File: config.mk
export PLATFORM = sky130hd
export DESIGN_NAME = baseline_acc
export DESIGN_NICKNAME = d
export VERILOG_FILES = /design/src/rtl/baseline_pkg.sv /design/src/rtl/baseline_acc_sat_add.sv /design/src/rtl/baseline_acc.sv
export SDC_FILE = /design/constraint.sdc
export NUM_CORES = 1
export LEC_CHECK = 0
export CAP_MARGIN = 20
export CORE_UTILIZATION = 45
export DETAILED_ROUTE_END_ITERATION = 7
export HOLD_SLACK_MARGIN = 0.08
export PLACE_DENSITY_LB_ADDON = 0.15
export REMOVE_ABC_BUFFERS = 1
export SLEW_MARGIN = 20
export SYNTH_ARGS = -nofsm -noshare
export SYNTH_HDL_FRONTEND = slang
export SYNTH_SLANG_ARGS = --single-unit
File: constraint.sdc
create_clock -name clk_i -period 6.81 [get_ports clk_i]
set_clock_uncertainty 0.2 [all_clocks]
set_input_delay 2.043 -clock clk_i [delete_from_list [all_inputs] [get_ports clk_i]]
set_output_delay 2.043 -clock clk_i [all_outputs]
set_load 0.1 [all_outputs]
File: src/rtl/baseline_pkg.sv
// baseline_pkg: shared FSM state type and derived width helpers for the accumulator
package baseline_pkg;
  typedef enum logic [1:0] {IDLE, ACCUM, DONE} state_t;
  function automatic int out_size_f(input int in0, input int in1, input int arr);
    return in0 + in1 + ($clog2(arr * ((in1 + 2) / 3)) - 1) * 2;
  endfunction
  function automatic int acc_size_f(input int in0, input int in1, input int arr, input int extra);
    return out_size_f(in0, in1, arr) + 1 + extra;
  endfunction
  function automatic int cnt_w_f(input int max_beats);
    return $clog2(max_beats + 1);
  endfunction
endpackage

File: src/rtl/baseline_acc_sat_add.sv
// sat_add: signed adder that clamps to the representable range and flags clamping
module sat_add #(
  parameter int W = 8
) (
  input  logic [W-1:0] i_a,
  input  logic [W-1:0] i_b,
  output logic [W-1:0] o_sum,
  output logic         o_sat
);
  logic [W:0] w_full;
  assign w_full = {i_a[W-1], i_a} + {i_b[W-1], i_b};
  assign o_sat  = w_full[W] ^ w_full[W-1];
  // on overflow the true sign (bit W) picks the min or max rail
  assign o_sum  = o_sat ? {w_full[W], {(W-1){~w_full[W]}}} : w_full[W-1:0];
endmodule

File: src/rtl/baseline_acc.sv
// baseline_acc: resolves redundant sum pairs and accumulates them with saturation,
// emitting one result per accumulation through a valid/ready handshake.
module baseline_acc
  import baseline_pkg::*;
#(
  parameter int IN_SIZE_0  = 4,
  parameter int IN_SIZE_1  = 8,
  parameter int ARRAY_SIZE = 8,
  parameter int ACC_EXTRA  = 8,
  parameter int MAX_BEATS  = 256,
  localparam int OUT_SIZE  = out_size_f(IN_SIZE_0, IN_SIZE_1, ARRAY_SIZE),
  localparam int ACC_SIZE  = acc_size_f(IN_SIZE_0, IN_SIZE_1, ARRAY_SIZE, ACC_EXTRA),
  localparam int CNT_W     = cnt_w_f(MAX_BEATS)
) (
  input  logic                clk_i,
  input  logic                rst_ni,
  input  logic                in_valid_i,
  output logic                in_ready_o,
  input  logic [OUT_SIZE-1:0] in_0_i,
  input  logic [OUT_SIZE-1:0] in_1_i,
  input  logic                in_last_i,
  output logic                out_valid_o,
  input  logic                out_ready_i,
  output logic [ACC_SIZE-1:0] out_o,
  output logic                out_ovf_o,
  output logic [CNT_W-1:0]    out_beats_o
);
  state_t r_state, w_state_nxt;
  logic [ACC_SIZE-1:0] r_acc;
  logic                r_ovf;
  logic [CNT_W-1:0]    r_cnt;
  logic signed [OUT_SIZE:0]   w_s;
  logic signed [ACC_SIZE-1:0] w_s_ext;
  logic [ACC_SIZE-1:0] w_sum;
  logic                w_sat;
  logic                w_beat;
  logic [CNT_W-1:0]    w_cnt_nxt;
  logic                w_last;

  assign w_s       = $signed({in_0_i[OUT_SIZE-1], in_0_i}) + $signed({in_1_i[OUT_SIZE-1], in_1_i});
  assign w_s_ext   = ACC_SIZE'(w_s);
  assign in_ready_o  = r_state != DONE;
  assign out_valid_o = r_state == DONE;
  assign w_beat    = in_valid_i && in_ready_o;
  assign w_cnt_nxt = r_cnt + CNT_W'(1);
  // the beat that fills the counter closes the accumulation, so the count cannot wrap
  assign w_last    = in_last_i || (w_cnt_nxt == CNT_W'(MAX_BEATS));
  assign out_o       = r_acc;
  assign out_ovf_o   = r_ovf;
  assign out_beats_o = r_cnt;

  sat_add #(.W(ACC_SIZE)) u_sat_add (
    .i_a   (r_acc),
    .i_b   (w_s_ext),
    .o_sum (w_sum),
    .o_sat (w_sat)
  );

  always_comb begin
    w_state_nxt = r_state;
    if (r_state == DONE) w_state_nxt = out_ready_i ? IDLE : DONE;
    else if (w_beat) w_state_nxt = w_last ? DONE : ACCUM;
  end

  always_ff @(posedge clk_i or negedge rst_ni) begin
    if (!rst_ni) r_state <= IDLE;
    else r_state <= w_state_nxt;
  end

  always_ff @(posedge clk_i or negedge rst_ni) begin
    if (!rst_ni) begin
      r_acc <= '0;
      r_ovf <= 1'b0;
      r_cnt <= '0;
    end else if (r_state == DONE) begin
      if (out_ready_i) begin
        r_acc <= '0;
        r_ovf <= 1'b0;
        r_cnt <= '0;
      end
    end else if (w_beat) begin
      r_acc <= (r_state == IDLE) ? w_s_ext : w_sum;
      r_ovf <= r_ovf | ((r_state == ACCUM) & w_sat);
      r_cnt <= w_cnt_nxt;
    end
  end
endmodule
==> reports/metrics.csv, run 1 <==
metric;value;unit
Hold Slack;0.326;ns
Clock Latency Late Sink;0.31;ns
# port buffers;85;
Slew headroom;30.7;%
Rows;36;
combinational share of cell area;55.9;%
Hold Fails Final Rpt;0;
worst r2r dst;out_o[20];
CTS buffer count;5;
Well Taps;133;
maxcap violations;0;
CP delay by family, top;AND-OR/OR-AND gates;
CP peak stage delay;0.47;ns
synthesis-to-layout area growth;35.6;%
placed inst area;0.00591;mm^2
crit-path max FO;8;
Worst Setup Path Type;input pin to flop;
layout cells sized above 1;16.2;%
hold buffer count at CTS;0;
Inverters;17;
Seq area share;16.7;%
Clk Tree Root Cell;clkbuf_8;
Total Neg Setup Slack;0;ns
Chip Area, Yosys;0.00454;mm^2
Power Density;547;mW/mm^2
Residual DRC;0;
post-layout power;3.37;mW
largest net degree at the start of global routing;42;
warnings from Yosys;0;
1st-iter DRT viols;168;
worst path arrival time;6.62;ns
syn avg cell area;8.15;um^2
Critical Path End;out_o[20];
Final Wtd Congestion;0.897;
min cycle time layout;6.63;ns
Synth top cell by count;nand2_1;
routed wire length;12800;um
CTS tree;done;
clk tree area frac;1.87;%
Via density;5.73;
Biggest Area Class;multi-input combinational cells;
Wirelength per Cell;15.4;um
HP Start;out_ovf_o;
CP required;6.81;ns
vias;4762;
Chip Height;102;um
ANT cells;0;
post-route insts no fill;831;
Cell Chain, Critical Path;clkdlybuf4s50_1 -> ha_1 -> inv_1 -> fa_1 -> nor2b_2 -> o31a_1 -> o211a_1 -> o41ai_4 -> buf_4 -> or3_1 -> and2_4 -> ha_1 -> nand4_1 -> inv_2 -> a221oi_2 -> buf_4 -> o31ai_4 -> a311oi_4 -> a21oi_2 -> a311o_1 -> a22o_1;
area leader, netlist;dfrtp_1;
Setup WS post-layout;0.183;ns
main flop type;dfrtp_1;
placed cells;817;
mapped cell area;0.00454;mm^2
Clock buffer cells;5;
startpoint types;input pin;
vias in the first global route;4461;
Min-Delay Path Depth;2;
final std cell area, no fill;0.00615;mm^2
Non-clock buffers;151;
Syn Inst Count;557;
Critical Path End Type;flop;
Antenna Nets Post-Route;0;
total track usage;25.0;%
Distinct cells, synth;68;
antenna violations before repair;0;
end-of-flow core utilization;63.0;%
CP startpoint;in_0_i[0];
NumNets Final;795;
ys cells;557;
floorplan core density;46.4;%
CP max stage cell;clkdlybuf4s50_1;
Buf/Inv on CP;5;
# fillers;897;
Pre-antenna DRT Iters;5;
pre-CTS setup slack;-0.322;ns
flip-flops;41;
fmax;151;MHz
biggest area cells;dfrtp_1 23%, ha_1 14%, a21oi_1 5.5%;
worst reg2reg path startpoint;out_o[0];
buffering overhead;21.8;%
CTS Sinks;41;
outcome;finished clean;
Post-synth EDFFs;0;
setup repair bufs after CTS;0;
DP HPWL;9830;um
max reg flops;29;
Final Max Tran Viols;0;
Comb gate area;0.00344;mm^2
GRT overflow;0;
H-tree depth;2;
die width;102;um
Commonest cells post-synth;55 x nand2_1, 51 x ha_1, 50 x a21oi_1;
core area;0.00977;mm^2
number of placed I/O pins;86;
clock transition at the registers of the reported paths;0.09;ns
most instantiated logic cell after routing;clkdlybuf4s50_1;
die area;0.0105;mm^2
count of tool warnings;26;
CP Depth;21;
hold worst-path end;out_ovf_o;
Yosys reg bits;41;
#MultiIn Comb;481;
Async S/R FF share, synth;100;%
final setup fails;0;
global-route wire length before repair;20700;um
Seq share, synth;22.6;%
worst slew pin tran;1.04;ns
leak pwr;2.78;nW
Peak VDD IR;0.406;mV
R2R cell count;13;
Final period util;97.3;%
Clock Tree Buf Depth;2;
post-cts resize count;1;
## run 1: kinds of logic (layout without fill, tap and decap cells)
kind of cell    after synthesis  in the layout  synth area share [%]
compound gates              221            221                  33.7
flops                        41             41                  22.6
xor+xnor                     41             41                  7.91
simple gates                166            166                  17.3
fa+ha+maj                    53             53                  14.9
buf+inv                      35            176                  3.53
## run 1: report_power, final
part           switching, mW  internal (mW)  total (mW)
Combinational           1.71          0.996        2.71
Clock                  0.103          0.110       0.213
Sequential             0.103          0.343       0.447
## run 1: routing by layer
| layer | up-vias | share of wire, % | GRT usage [%] |
|---|---|---|---|
| li1 | 2361 | - | - |
| met1 | 2275 | 48 | 33.6 |
| met2 | 116 | 48 | 42.4 |
| met3 | 10 | 3.3 | 3.21 |
| met4 | 0 | 0.81 | 5.93 |
| met5 | - | 0 | 0 |
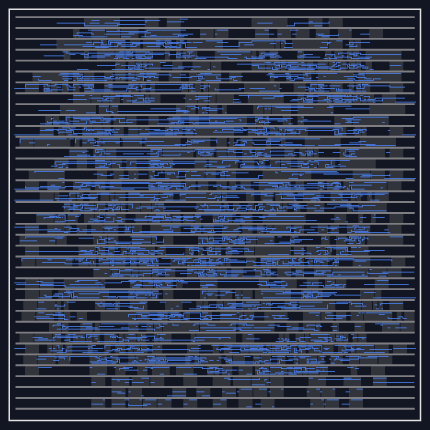
Fig. 1. M1 wires (run 1).
Drawn at 4 px/um. Supply wires on this layer in grey. Cells faint in the background.
main direction: horizontal
longest straight run: 26.7 um
share of all routed wire: 48%

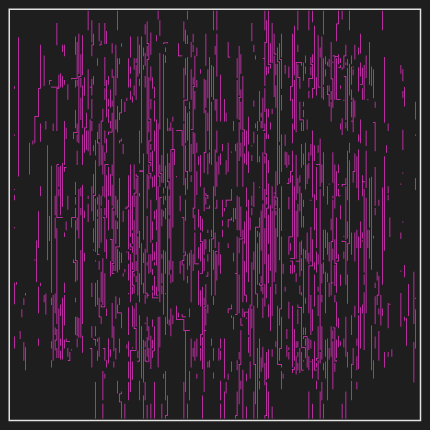
Fig. 2. Metal 2 (run 1).
Drawn at 4 px/um.
longest straight run: 40.1 um
share of all routed wire: 48%
main direction: vertical
wire length on this layer: 6180 um

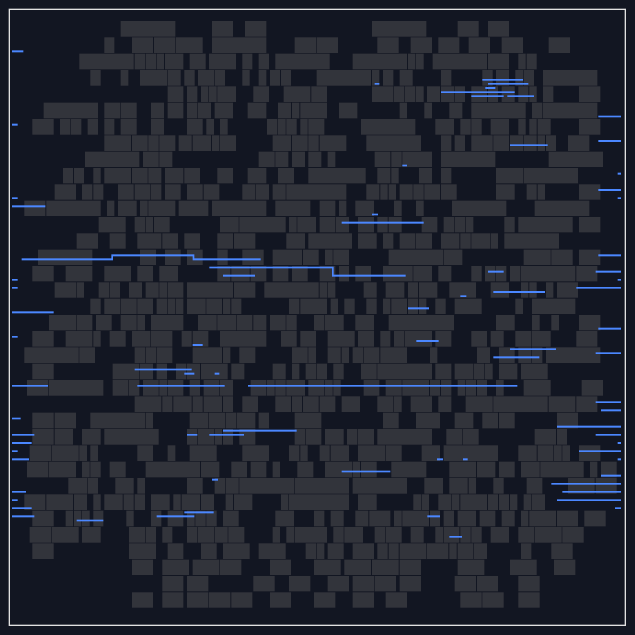
Fig. 3. The metal 3 layer (run 1).
Drawn at 6 px/um. Cells faint in the background.
share of all routed wire: 3.3%
longest straight run: 44.6 um

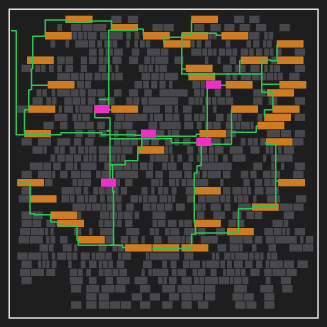
Fig. 4. Clock wires, drivers and flops (run 1).
Drawn at 3 px/um.
[orange] flip-flops | count: 41
[magenta] clock-net drivers | count: 5
[green] clock wires | length: 691 um
flops lie: all over the die
routed clock nets: 6

==> run 2: changes to the inputs <==
CTS_CLUSTER_DIAMETER = 80   (was unset)
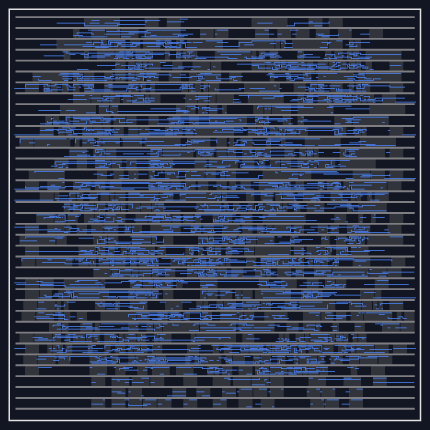
Fig. 5. M1 wires (run 2).
Drawn at 4 px/um. Supply wires on this layer in grey. Cells faint in the background.
nets with wire on the layer: 736
share of all routed wire: 48%
wire length on this layer: 6110 um
main direction: horizontal
longest straight run: 26.7 um

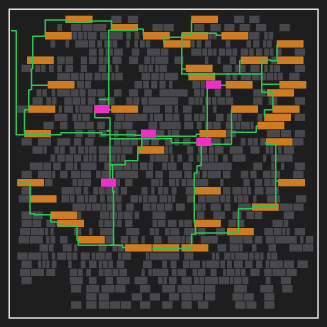
Fig. 6. Clock wires, drivers and flops (run 2).
Drawn at 3 px/um.
[green] clock wires | length: 691 um
[orange] flip-flops | count: 41
[magenta] clock-net drivers | count: 5
flops lie: all over the die

==> run 2 against run 1 <==
  * Sequential cell count is the same
  * Clock power is essentially flat
  * Count of clock-buffer cells in the layout is the same
  * First-iteration DRC count is the same
  * Setup slack is the same
  * Final area is the same
  * Power is the same
  * Critical endpoint unchanged
  * Largest power group unchanged
==> reports/metrics.csv, run 2 <==
metric;value;unit
die area;0.0105;mm^2
post-layout power;3.37;mW
met3 usage;3.21;%
hold worst-path end;out_ovf_o;
Post-Synth AOI/OAI Area;33.7;%
Buf/Inv on CP;5;
HP Start;out_ovf_o;
Worst Setup Path Type;input pin to flop;
Critical Path End Type;flop;
Max power group;combinational logic;
Clk Tree Root Cell;clkbuf_8;
setup repair bufs after CTS;0;
ys cells;557;
final std cell area, no fill;0.00615;mm^2
H-tree depth;2;
DR top layer;met4;
switch share;56.9;%
Seq area share;16.7;%
flip-flops;41;
simple share;17.3;%
Async S/R FF share, synth;100;%
CTS tree;done;
leak pwr;2.78;nW
worst r2r dst;out_o[20];
Post-Route M1 WL;6110;um
Area leader share;22.6;%
GR met2 Demand/Resource;42.4;%
area leader, netlist;dfrtp_1;
yosys xor share;7.91;%
Commonest cells post-synth;55 x nand2_1, 51 x ha_1, 50 x a21oi_1;
# port buffers;85;
Post-synth EDFFs;0;
hold buffer count at CTS;0;
Comb power frac;80.4;%
Synth top cell by count;nand2_1;
GRT met1 Usage;33.6;%
R2R cell count;13;
Antenna Nets Post-Route;0;
NumNets Final;795;
Syn Inst Count;557;
fmax;151;MHz
worst path arrival time;6.62;ns
CP max stage cell;clkdlybuf4s50_1;
ANT cells;0;
Distinct cells, synth;68;
CTS Sinks;41;
die width;102;um
buffering overhead;21.8;%
Clk network pwr share;6.3;%
Clock buffer cells;5;
routed wire length;12800;um
syn avg cell area;8.15;um^2
Final period util;97.3;%
vias;4762;
floorplan core density;46.4;%
P_clk;0.213;mW
Comb gate area;0.00344;mm^2
Inverters;17;
layout cells sized above 1;16.2;%
sw power;1.92;mW
Slew headroom;30.7;%
clock transition at the registers of the reported paths;0.09;ns
GRT overflow;0;
yosys adder share;14.9;%
Power Density;547;mW/mm^2
max reg flops;29;
final setup fails;0;
met2 WL;6180;um
met3 wire length;424;um
Rows;36;
Residual DRC;0;
Total Neg Setup Slack;0;ns
Hold Fails Final Rpt;0;
global-route wire length before repair;20700;um
Pre-antenna DRT Iters;5;
Cell Chain, Critical Path;clkdlybuf4s50_1 -> ha_1 -> inv_1 -> fa_1 -> nor2b_2 -> o31a_1 -> o211a_1 -> o41ai_4 -> buf_4 -> or3_1 -> and2_4 -> ha_1 -> nand4_1 -> inv_2 -> a221oi_2 -> buf_4 -> o31ai_4 -> a311oi_4 -> a21oi_2 -> a311o_1 -> a22o_1;
mapped cell area;0.00454;mm^2
count of tool warnings;26;
worst slew pin tran;1.04;ns
outcome;finished clean;
biggest area cells;dfrtp_1 23%, ha_1 14%, a21oi_1 5.5%;
worst reg2reg path startpoint;out_o[0];
main logic family after synthesis;AND-OR/OR-AND gates;
Clock Latency Late Sink;0.31;ns
CP required;6.81;ns
# fillers;897;
vias in the first global route;4461;
layer with the highest usage;met2;
DP HPWL;9830;um
synthesis-to-layout area growth;35.6;%
min cycle time layout;6.63;ns
CP peak stage delay;0.47;ns
Wirelength per Cell;15.4;um
Well Taps;133;
Biggest Area Class;multi-input combinational cells;
mux share;0;%
largest net degree at the start of global routing;42;
maxcap violations;0;
Via density;5.73;
main flop type;dfrtp_1;
combinational share of cell area;55.9;%
Final Max Tran Viols;0;
CTS buffer count;5;
end-of-flow core utilization;63.0;%
antenna violations before repair;0;
1st-iter DRT viols;168;
most instantiated logic cell after routing;clkdlybuf4s50_1;
power share of the sequential group;13.3;%
Non-clock buffers;151;
Final Wtd Congestion;0.897;
warnings from Yosys;0;
Min-Delay Path Depth;2;
placed inst area;0.00591;mm^2
run 2: worst max-delay path by stage:
stage / cells past startpoint / endpoint / slack [ns] / start
after global routing: 23 / out_o[2] / -0.008 / in_0_i[0]
after global placement: 22 / out_o[19] / -0.21 / in_0_i[2]
after CTS: 23 / out_o[26] / 0.003 / in_0_i[2]
final: 21 / out_o[20] / 0.18 / in_0_i[0]
after floorplan: 19 / out_o[20] / 0.34 / in_0_i[0]
after detailed placement: 21 / out_o[1] / -0.32 / in_0_i[0]
run 2: through the flow:
| step | setup slack (ns) | std cells |
|---|---|---|
| 6_report | 0.183 | 831 |
| 4_1_cts | 0.00300 | 825 |
| 5_1_grt | -0.00811 | 831 |
| 3_3_place_gp | -0.206 | 817 |
| 3_5_place_dp | -0.322 | 817 |
| 2_1_floorplan | 0.339 | 539 |
Fig. 7: run 2, metal 2
Drawn at 4 px/um.
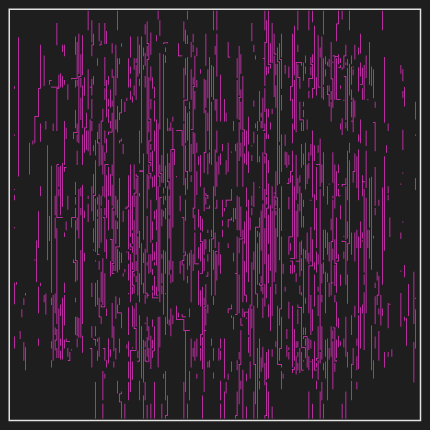

==> run 3: changes to the inputs <==
ABC_CLOCK_PERIOD_IN_PS = 6810   (was unset)
CORE_MARGIN = 2   (was unset)
HOLD_SLACK_MARGIN = unset   (was 0.08)
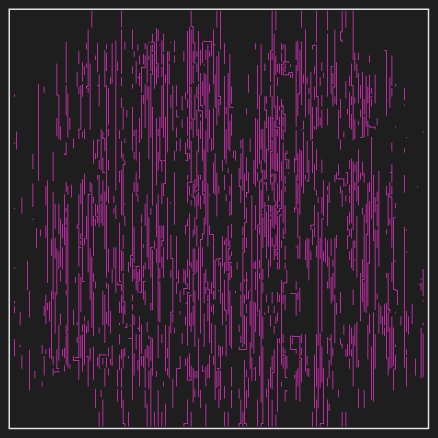
Fig. 8. Metal 2 (run 3).
Drawn at 4 px/um.
nets with wire on the layer: 667
share of all routed wire: 47%
longest straight run: 53.0 um

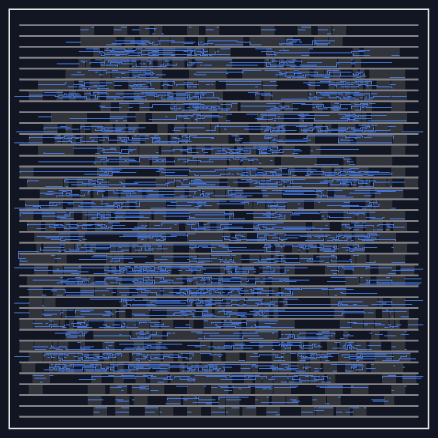
Fig. 9. M1 wires (run 3).
Drawn at 4 px/um. Supply wires on this layer in grey. Cells faint in the background.
main direction: horizontal
nets with wire on the layer: 734
share of all routed wire: 47%

==> run 3 against run 2 <==
  * Clock power hardly changed
  * Sequential cell count stayed put
  * Maximum frequency is 0.36% lower
  * Global-route usage is 1.5 points lower
  * Area after synthesis stayed put
  * Die size is 3.9% higher
  * Hold slack worse by 0.0084 ns
  * Final area is 0.51% higher
  * Final cell count is 0.24% lower
  * Critical path type unchanged
==> reports/metrics.csv, run 3 <==
metric;value;unit
outcome;finished clean;
Chip Area, Yosys;0.00454;mm^2
ys cells;557;
die area;0.0109;mm^2
Async S/R FF share, synth;100;%
Via density;5.70;
Comb gate area;0.00346;mm^2
Wirelength per Cell;15.9;um
leak pwr;2.78;nW
Residual DRC;0;
Final Max Tran Viols;0;
P_clk;0.216;mW
CTS Sinks;41;
synthesis-to-layout area growth;36.3;%
Chip Height;104;um
post-layout power;3.38;mW
Post-synth EDFFs;0;
# fillers;877;
Final period util;97.7;%
Total Neg Setup Slack;0;ns
met3 usage;3.07;%
ANT cells;0;
count of tool warnings;26;
fmax;150;MHz
routed wire length;13200;um
Non-clock buffers;149;
area leader, netlist;dfrtp_1;
vias in the first global route;4454;
Clk network pwr share;6.4;%
Int Pwr;1.45;mW
post-cts resize count;2;
CP max stage cell;clkdlybuf4s50_1;
Clock Latency Late Sink;0.31;ns
DP HPWL;9950;um
GR met2 Demand/Resource;38.7;%
NumNets Final;793;
end-of-flow core utilization;63.3;%
main flop type;dfrtp_1;
GRT overflow;0;
Rows;36;
setup repair bufs after CTS;0;
buffering overhead;21.9;%
#MultiIn Comb;481;
Syn Inst Count;557;
pre-CTS setup slack;-0.388;ns
crit-path max FO;9;
DR top layer;met4;
Inverters;17;
clock transition at the registers of the reported paths;0.09;ns
die width;104;um
Buf/Inv on CP;5;
layer with the highest usage;met2;
vias;4725;
antenna violations before repair;0;
Area leader share;22.6;%
Synth top cell by count;nand2_1;
Final Wtd Congestion;0.894;
min cycle time layout;6.65;ns
clk tree area frac;1.86;%
worst path arrival time;6.64;ns
Antenna Nets Post-Route;0;
syn avg cell area;8.15;um^2
met2 WL;6220;um
most instantiated logic cell after routing;clkdlybuf4s50_1;
Clock Tree Buf Depth;2;
Slew headroom;24.0;%
Max power group;combinational logic;
Post-Route M1 WL;6240;um
Power Density;547;mW/mm^2
P_seq;0.448;mW
warnings from Yosys;0;
Comb power frac;80.4;%
worst slew pin tran;1.14;ns
H-tree depth;2;
hold buffer count at CTS;0;
layout cells sized above 1;16.5;%
maxcap violations;0;
core area;0.00977;mm^2
GRT met1 Usage;33.2;%
Hold Fails Final Rpt;0;
placed inst area;0.00589;mm^2
# port buffers;85;
CTS tree;done;
Pre-antenna DRT Iters;5;
1st-iter DRT viols;227;
floorplan core density;46.4;%
power share of the sequential group;13.2;%
Seq area share;16.6;%
CP delay by family, top;AND-OR/OR-AND gates;
final std cell area, no fill;0.00619;mm^2
Distinct cells, synth;68;
biggest area cells;dfrtp_1 23%, ha_1 14%, a21oi_1 5.5%;
Hold Slack;0.318;ns
Seq share, synth;22.6;%
Setup WS post-layout;0.159;ns
Biggest Area Class;multi-input combinational cells;
global-route wire length before repair;21300;um
Worst Setup Path Type;input pin to flop;
Clock buffer cells;5;
Cell Chain, Critical Path;clkdlybuf4s50_1 -> ha_1 -> inv_1 -> fa_2 -> nor2b_2 -> o31a_1 -> o211a_1 -> o41ai_4 -> buf_4 -> o21ai_2 -> a31oi_1 -> xnor2_1 -> ha_1 -> a21o_1 -> a21o_1 -> a221oi_2 -> buf_4 -> o31ai_4 -> a311oi_4 -> a211oi_4 -> buf_12 -> o21a_1 -> a221o_1;
CP peak stage delay;0.40;ns
final setup fails;0;
mapped cell area;0.00454;mm^2
## run 3: cell counts after synthesis
Identical to the previous run, type by type.
## run 3: worst paths after layout
path                            from         to  slack, ns  cells past startpoint
max                        in_0_i[0]  out_o[19]       0.16                     23
min                        out_ovf_o  out_ovf_o       0.32                      2
max reg2reg                 out_o[0]  out_o[19]       3.45                     14
min reg2reg                out_ovf_o  out_ovf_o       0.32                      2
max in group asynchronous     rst_ni  out_o[21]       4.50                      1
min in group asynchronous     rst_ni   out_o[8]       1.51                      1
## run 3: kinds of logic after synthesis
kind of cell               synth area share, %
xor gates and xnor gates                  7.91
and+or+nand+nor                           17.3
AOI/OAI and AO/OA                         33.7
DFF                                       22.6
adders and majority gates                 14.9
buffers and inverters                     3.53
No activity file was given, so power comes from the tool's default toggle rates.
